**src/rtl/serial_adder.sv**
```systemverilog
// Bit-serial WIDTH-bit adder: one full-adder cell evaluated per clock, LSB first,
// with a carry flip-flop closing the loop and a one-cycle done pulse on completion.
module serial_adder #(
  parameter int WIDTH = 8
) (
  input  logic             clk,
  input  logic             rst,
  input  logic             start,
  input  logic [WIDTH-1:0] a,
  input  logic [WIDTH-1:0] b,
  input  logic             cin,
  output logic [WIDTH-1:0] sum,
  output logic             cout,
  output logic             busy,
  output logic             done
);

  localparam int CNT_W = (WIDTH > 1) ? $clog2(WIDTH) : 1;
  localparam logic [CNT_W-1:0] LAST = CNT_W'(WIDTH - 1);

  localparam logic [1:0] IDLE  = 2'd0;
  localparam logic [1:0] SHIFT = 2'd1;
  localparam logic [1:0] DONE  = 2'd2;

  logic [1:0]       state;
  logic [WIDTH-1:0] op_a;
  logic [WIDTH-1:0] op_b;
  logic [WIDTH-1:0] partial;
  logic             carry;
  logic [CNT_W-1:0] cnt;
  logic             cell_s;
  logic             cell_c;

  // Full-adder cell fed by the LSBs of the operand shifters and the carry FF.
  assign cell_s = op_a[0] ^ op_b[0] ^ carry;
  assign cell_c = (op_a[0] & op_b[0]) | (op_a[0] & carry) | (op_b[0] & carry);

  assign busy = (state != IDLE);
  assign done = (state == DONE);

  // NOTE: all state here uses non-blocking assignments so every register samples
  // the pre-edge values of the others, which is what makes the shift chain work.
  always_ff @(posedge clk or posedge rst) begin
    if (rst) begin
      state   <= IDLE;
      op_a    <= '0;
      op_b    <= '0;
      partial <= '0;
      carry   <= 1'b0;
      cnt     <= '0;
      sum     <= '0;
      cout    <= 1'b0;
    end else begin
      case (state)
        IDLE: begin
          if (start) begin
            op_a  <= a;
            op_b  <= b;
            carry <= cin;
            cnt   <= '0;
            state <= SHIFT;
          end
        end
        SHIFT: begin
          carry   <= cell_c;
          op_a    <= op_a >> 1;
          op_b    <= op_b >> 1;
          partial <= {cell_s, partial[WIDTH-1:1]};
          cnt     <= cnt + CNT_W'(1);
          // Last bit: publish the result; sum/cout hold it until the next completion.
          if (cnt == LAST) begin
            sum   <= {cell_s, partial[WIDTH-1:1]};
            cout  <= cell_c;
            state <= DONE;
          end
        end
        DONE:    state <= IDLE;
        default: state <= IDLE;
      endcase
    end
  end

endmodule

```
**config.mk**
```make
export PLATFORM = sky130hd
export DESIGN_NAME = serial_adder
export DESIGN_NICKNAME = d
export VERILOG_FILES = /design/src/rtl/serial_adder.sv
export SDC_FILE = /design/constraint.sdc
export NUM_CORES = 1
export LEC_CHECK = 0
export CAP_MARGIN = 10
export CORE_ASPECT_RATIO = 1.75
export CORE_UTILIZATION = 40
export CTS_BUF_LIST = sky130_fd_sc_hd__clkbuf_4 sky130_fd_sc_hd__clkbuf_8 sky130_fd_sc_hd__clkbuf_16
export CTS_CLUSTER_SIZE = 24
export DETAILED_ROUTE_END_ITERATION = 7
export PLACE_DENSITY = 0.66
export SYNTH_ARGS = -nofsm -noshare
export SYNTH_HDL_FRONTEND = slang
export SYNTH_SLANG_ARGS = --single-unit
```
**constraint.sdc**
```tcl
create_clock -name clk -period 1.39 [get_ports clk]
set_input_delay 0.2085 -clock clk [delete_from_list [all_inputs] [get_ports clk]]
set_output_delay 0.2085 -clock clk [all_outputs]
set_load 0.02 [all_outputs]
```
**Local utilization**

5 x 9 tiles, from white (low) to dark blue (high), 0 to 100% covered.
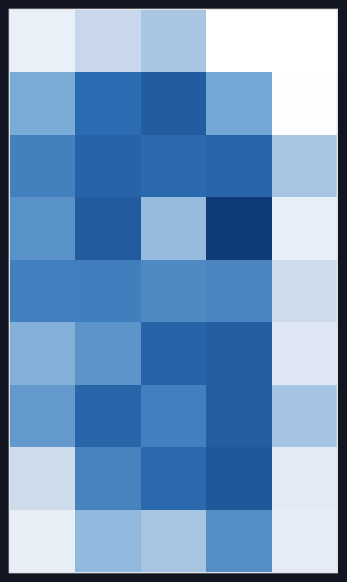
The fullest tile reaches 96%. The mean over all tiles is 50%. The emptiest ninth of the die: top right. 6.7% of the tiles are nearly empty.
Core ar.: 4150 sq um
Initial Util: 42.0%
post-layout util: 57.8%

**Metal layers overlaid**

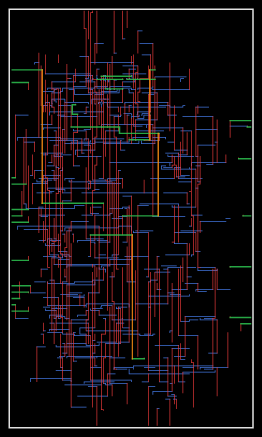
Key: met4 = orange [wire length 87.7 um]; met1 = blue [wire length 1,260 um]; met3 = green [wire length 142 um]; met2 = red [wire length 1,970 um]

**Logic cells by family**

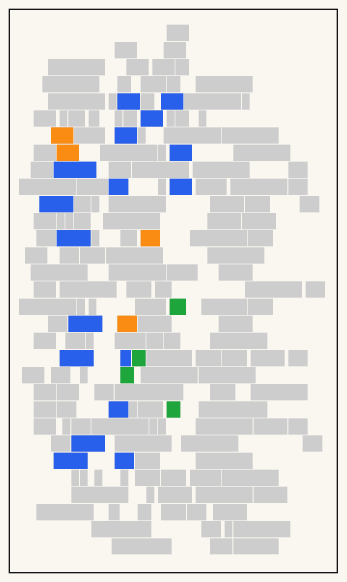
Key: AND-OR and OR-AND gates = orange [cells 4]; NAND gates = green [cells 4]; inverting AOI/OAI gates = blue [cells 17]
multi-input combinational area share: 30.6%
Top cell excl fill/tap: dfrtp_1
final cell count without fillers: 230

[cells by family after synthesis]
family / share of synthesized area (%)
AND/OR/NAND/NOR: 11.6
adder cells (fa/ha/maj): 2.58
multiplexers: 11.0
AND-OR/OR-AND: 11.5
flip-flops: 54.6
buffers and inverters: 8.76
[final timing paths]
path / from / end / depth (start not counted)
worst max-delay path: cnt[0] / sum[1] / 5
worst min-delay path: rst / partial[7] / 3
worst max register to register: cnt[0] / sum[1] / 5
worst min register to register: sum[3] / sum[3] / 1
max in group asynchronous: rst / state[0] / 3
min in group clk: sum[3] / sum[3] / 1
[where the power goes]
group	switching, mW	total [mW]	internal [mW]
clock	0.391	1.16	0.765
combinational	1.07	2.35	1.28
sequential	0.315	1.95	1.64
[per-stage QoR]
step           power (mW)  cell area [sq um]  TNS [ns]  hold slack (ns)
3_5_place_dp         4.09               2150     -1.57            0.498
4_1_cts              5.32               2340    -0.604            0.264
6_report             5.45               2400    -0.531            0.258
2_1_floorplan        3.34               1750         0            0.352
3_3_place_gp         3.94               2150    -0.558            0.487
5_1_grt              5.78               2400    -0.988            0.296
[worst reg2reg max path, cell delays in order (launching register included)]
cell	delay (ns)
dfrtp_1	0.39
ha_2	0.20
ha_4	0.16
nand3b_1	0.12
buf_12	0.15
mux2_2	0.34
[state kept, by name (all words and copies together) (netlist names)]
name and flops:
carry 1, cnt 3, cout 1, op_a 8, op_b 8, partial 7, state 2, sum 8
[area by class of cell]
cell class	count	area (sq um)	share of cell area [%]
inverter	18	67.6	2.82
multi-input combinational	72	734	30.6
timing repair buffer	45	439	18.3
clock buffer	6	82.6	3.44
sequential	38	953	39.7
clock inverter	2	60.1	2.50
tap	49	61.3	2.56
==> impl_metrics.ini <==
; flow metrics
[final_layout]
syn_to_final_growth_pct = 37.6
drive_gt1_share_pct = 30.4
layout_top_cells = dfrtp_1, clkdlybuf4s50_1, inv_1

[place]
dpl.hpwl_mm = 2.48
gp_congestion = 0.728
post-place-ws_ns = -0.133
numPortBuffers = 30

[logic_synthesis]
synth_seq_share_pct = 54.6
flop_cell = dfrtp_1
async_reset_ff_share_pct = 100
synthCells = 139
fp_nets = 162
syn_area_per_cell_sq_um = 12.5
ys_ff = 38
netlist.area_leader.share_pct = 54.6
yosys_cells = 139
yosysChipArea_sq_um = 1740
yosys_warnings = 0
top_cell = dfrtp_1
yosys.cell_types.count = 22
yosys-top-cells-area = dfrtp_1, mux2_2, a221oi_1

[drt]
wire_per_inst_um = 15.0
drtAntennaViolNets = 0
finalWirelength_mm = 3.46
firstDrtPassIters = 6
wl_met2_mm = 1.97
dr.max_layer_used = met4
drcViolationCount = 0
wl_met3_um = 142
m1WireLength_mm = 1.26
viasPerCell = 5.36
first_iter_violations = 35

[clock_tree]
cts_buffers = 5
clock.latency.late_pin_ns = 0.29
cts.path.max_buffers = 2
cts_hold_buf = 0
cts_setup_buffers = 1
htreeDepth = 2
path_clk_slew_ns = 0.08
cts_root_buffer = clkbuf_8
cts_sinks = 38
cts_tree = yes

[critical_path]
rrSetupSlack_ns = -0.08
crit_path_cell_trace = ha_2 -> ha_4 -> nand3b_1 -> buf_12 -> mux2_2
worstPathRequired_ns = 1.57
slowest_stage = dfrtp_1
crit_fanout = 10
crit_family = flip-flops
crit_path_start_kind = flop
crit_arrival_ns = 1.65
critPathCaptureType = flop

[global_route]
grt_max_degree = 39
grt_util_met2_pct = 31.2
grtUsageMet3_pct = 4.25
met1_usage_pct = 17.0
grt_busiest_layer = met2
grt_first_pass_wirelength_mm = 5.64
grt.total_usage_pct = 17.1

[floorplanning]
die_h_um = 89.3
die_x_um = 51.9
chip_area_sq_um = 4640

[sta]
skew_ns = 0.0101
fin_crit_ns = 1.47
layout_setup_ws_ns = -0.0764
rsz0062_at_grt = yes
hold_viol = 0
setup_viol = 10
fmax_ghz = 0.682

[power_and_ir_drop]
cellPowerDensity_nw_per_um2 = 2270
vdd_drop_max_uv = 1210
p_leak_nw = 1.09

[run_status]
outcome = complete, but fails checks
violations = negative setup slack

[flow_run]
max_cap_viol_count = 0
Power and IR drop assume default switching activity.
